Fig. 1: routing congestion map
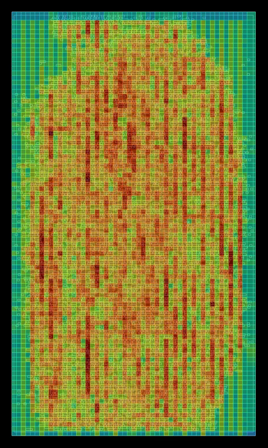
Fig. 2: pin placement
Pins as bars across the die edge, other pins in gray.
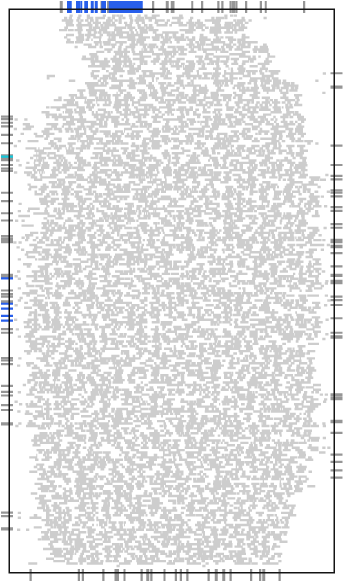
File: src/rtl/dmem_responder.sv
// Data-memory responder for the LEGv8 datapath: one request at a time over a
// valid/ready handshake, programmable latency, 64-bit doubleword read or write.
module dmem_responder #(
   parameter int DEPTH   = 32,
   parameter int LATENCY = 2
) (
   input  logic        clk,
   input  logic        reset,
   input  logic        req_valid,
   output logic        req_ready,
   input  logic        req_write,
   input  logic [63:0] req_addr,
   input  logic [63:0] req_wdata,
   output logic        resp_valid,
   input  logic        resp_ready,
   output logic [63:0] resp_rdata,
   output logic        resp_err
);

   localparam int IDX_W = (DEPTH > 1) ? $clog2(DEPTH) : 1;

   typedef enum logic [1:0] {
      S_IDLE,
      S_WAIT,
      S_RESP
   } state_t;

   state_t      r_state;
   logic [3:0]  r_cnt;
   logic        r_write;
   logic [63:0] r_addr;
   logic [63:0] r_wdata;
   logic        r_req_ready;
   logic        r_resp_valid;
   logic [63:0] r_rdata;
   logic        r_err;
   logic [63:0] r_mem [DEPTH];

   logic [60:0]      w_index;
   logic             w_err;
   logic [IDX_W-1:0] w_slot;

   // The range test uses all 61 index bits so a huge address can never alias
   // onto a small slot; w_slot is only used once the access is known legal.
   assign w_index = r_addr[63:3];
   assign w_err   = (r_addr[2:0] != 3'd0) || (w_index >= 61'(DEPTH));
   assign w_slot  = w_index[IDX_W-1:0];

   assign req_ready  = r_req_ready;
   assign resp_valid = r_resp_valid;
   assign resp_rdata = r_rdata;
   assign resp_err   = r_err;

   // NOTE: storage is a flop array, not a RAM macro, because every entry must
   // clear on reset; a RAM could not be reset in a single asynchronous event.
   always_ff @(posedge clk or negedge reset) begin
      if (!reset) begin
         r_state      <= S_IDLE;
         r_cnt        <= 4'd0;
         r_write      <= 1'b0;
         r_addr       <= '0;
         r_wdata      <= '0;
         r_req_ready  <= 1'b1;
         r_resp_valid <= 1'b0;
         r_rdata      <= '0;
         r_err        <= 1'b0;
         for (int i = 0; i < DEPTH; i++) begin
            r_mem[i] <= '0;
         end
      end else begin
         case (r_state)
            S_IDLE: begin
               if (req_valid) begin
                  r_write     <= req_write;
                  r_addr      <= req_addr;
                  r_wdata     <= req_wdata;
                  r_cnt       <= 4'(LATENCY - 1);
                  r_req_ready <= 1'b0;
                  r_state     <= S_WAIT;
               end
            end
            S_WAIT: begin
               if (r_cnt != 4'd0) begin
                  r_cnt <= r_cnt - 4'd1;
               end else begin
                  r_state      <= S_RESP;
                  r_resp_valid <= 1'b1;
                  r_err        <= w_err;
                  if (w_err || r_write) begin
                     r_rdata <= '0;
                  end else begin
                     r_rdata <= r_mem[w_slot];
                  end
                  if (!w_err && r_write) begin
                     r_mem[w_slot] <= r_wdata;
                  end
               end
            end
            S_RESP: begin
               if (resp_ready) begin
                  r_state      <= S_IDLE;
                  r_resp_valid <= 1'b0;
                  r_req_ready  <= 1'b1;
               end
            end
            default: begin
               r_state      <= S_IDLE;
               r_req_ready  <= 1'b1;
               r_resp_valid <= 1'b0;
            end
         endcase
      end
   end

endmodule

File: config.mk
export PLATFORM = sky130hd
export DESIGN_NAME = dmem_responder
export DESIGN_NICKNAME = d
export VERILOG_FILES = /design/src/rtl/dmem_responder.sv
export SDC_FILE = /design/constraint.sdc
export NUM_CORES = 2
export LEC_CHECK = 0
export ABC_AREA = 0
export CAP_MARGIN = 10
export CORE_ASPECT_RATIO = 1.75
export CORE_MARGIN = 3
export CORE_UTILIZATION = 45
export DETAILED_ROUTE_END_ITERATION = 10
export SLEW_MARGIN = 20
export SYNTH_ARGS = -nofsm -noshare
export SYNTH_HDL_FRONTEND = slang
export SYNTH_SLANG_ARGS = --single-unit
File: constraint.sdc
create_clock -name clk -period 7.2 [get_ports clk]
set_clock_uncertainty 0.05 [all_clocks]
set_input_delay 1.44 -clock clk [delete_from_list [all_inputs] [get_ports clk]]
set_output_delay 1.44 -clock clk [all_outputs]
set_load 0.01 [all_outputs]
==> flow report <==
=====================================================================
Cell area after synthesis ..............................   0.1012 mm²
Proportion of cell area spent on the clock network .....       6.274%
TritonCTS clock tree ...................................          yes
Unrepaired setup endpoints after global routing ........           no
Core utilization before placement ......................       45.39%
Status ................................................. finished clean
Dominant kind of cell by area .......................... sequential cells
Post-CTS setup buffer count ............................            0
Post-synth net total ...................................         7163
Total Negative Setup Slacks ............................         0 ns
Cell count after synthesis .............................         7028
Met2 usage .............................................       45.23%
Met2 wire len ..........................................     154.0 mm
Max Cap Violations .....................................            0
Sequential fraction of design power ....................        43.1%
Antenna violation net count after detailed routing .....            0
Core Region ............................................   0.2229 mm²
Layout cell share with drive strength beyond 1 .........       36.27%
Leading post-synthesis cells by cell area .............. sky130_fd_sc_hd__dfrtp_1 (56%), sky130_fd_sc_hd__mux2_2 (22%), sky130_fd_sc_hd__mux2i_1 (10%), sky130_fd_sc_hd__a22oi_1 (3.8%), sky130_fd_sc_hd__mux2_1 (2.0%)
Power Clock ............................................      11.6 mW
Multi-input combinational gate total ...................         4114
Clock period minus worst slack .........................     4.515 ns
Static leakage power ...................................     55.25 nW
Async set-reset flop share out of synthesis ............       100.0%
Iter 0 DRT Violations ..................................         4647
Final number of setup-violating endpoints ..............            0
Ports ..................................................          200
Power Combinational ....................................      8.24 mW
Comb/total area ........................................       37.12%
# hold bufs at CTS .....................................            0
Most frequently placed logic cells in the final layout . sky130_fd_sc_hd__dfrtp_1 (2232), sky130_fd_sc_hd__mux2_2 (2011), sky130_fd_sc_hd__mux2i_1 (1008), sky130_fd_sc_hd__a22oi_1 (512), sky130_fd_sc_hd__clkbuf_16 (215)
Total instance count after detailed placement ..........         9622
Total overflow reported by the global router ...........            0
Buffers from clock root to sink, at most ...............            4
Count of clock tree sinks ..............................         2250
Logic depth of the worst register-to-register path .....            9
Kind of critical path ..................................      reg2reg
Switching power total ..................................     12.16 mW
Detailed-route wire length .............................     308.9 mm
Area of the synthesized netlist per yosys stat .........   0.1012 mm²
Number of global-route vias before repair ..............        63530
Worst r2r src ..........................................     r_cnt[0]
Cell area reported after detailed placement ............   0.1054 mm²
Last element of the critical path ......................  r_mem[1699]
=====================================================================
About Fig. 1:
routed len/inst: 30.89 µm
gr usage total: 26.46%
met1 Usage GRT: 34.96%

About Fig. 2:
| port | color | pins | direction | edge |
|---|---|---|---|---|
| resp_ready | cyan | 1 | input | left |
| req_addr | blue | 64 | input | 59 top, 5 left |

## kinds of logic after synthesis
logic type	count (synthesis)	synth area share [%]
buffers and inverters	664	3.257
DFF	2250	55.64
adders and majority gates	2	0.02473
muxes	3201	34.38
and+or+nand+nor	326	2.284
AOI/OAI and AO/OA	583	4.396
xor gates and xnor gates	2	0.01731
## worst max-delay path: stages, from the launching register on
cell                      delay (ns)
sky130_fd_sc_hd__dfrtp_1        0.41
sky130_fd_sc_hd__inv_1          0.11
sky130_fd_sc_hd__ha_1           0.14
sky130_fd_sc_hd__nor3b_1        0.38
sky130_fd_sc_hd__nand3_4        0.75
sky130_fd_sc_hd__buf_4          0.61
sky130_fd_sc_hd__nor4_4         0.36
sky130_fd_sc_hd__buf_4          0.50
sky130_fd_sc_hd__buf_4          0.54
sky130_fd_sc_hd__mux2_2         0.40
No activity file was given, so power comes from the tool's default toggle rates.
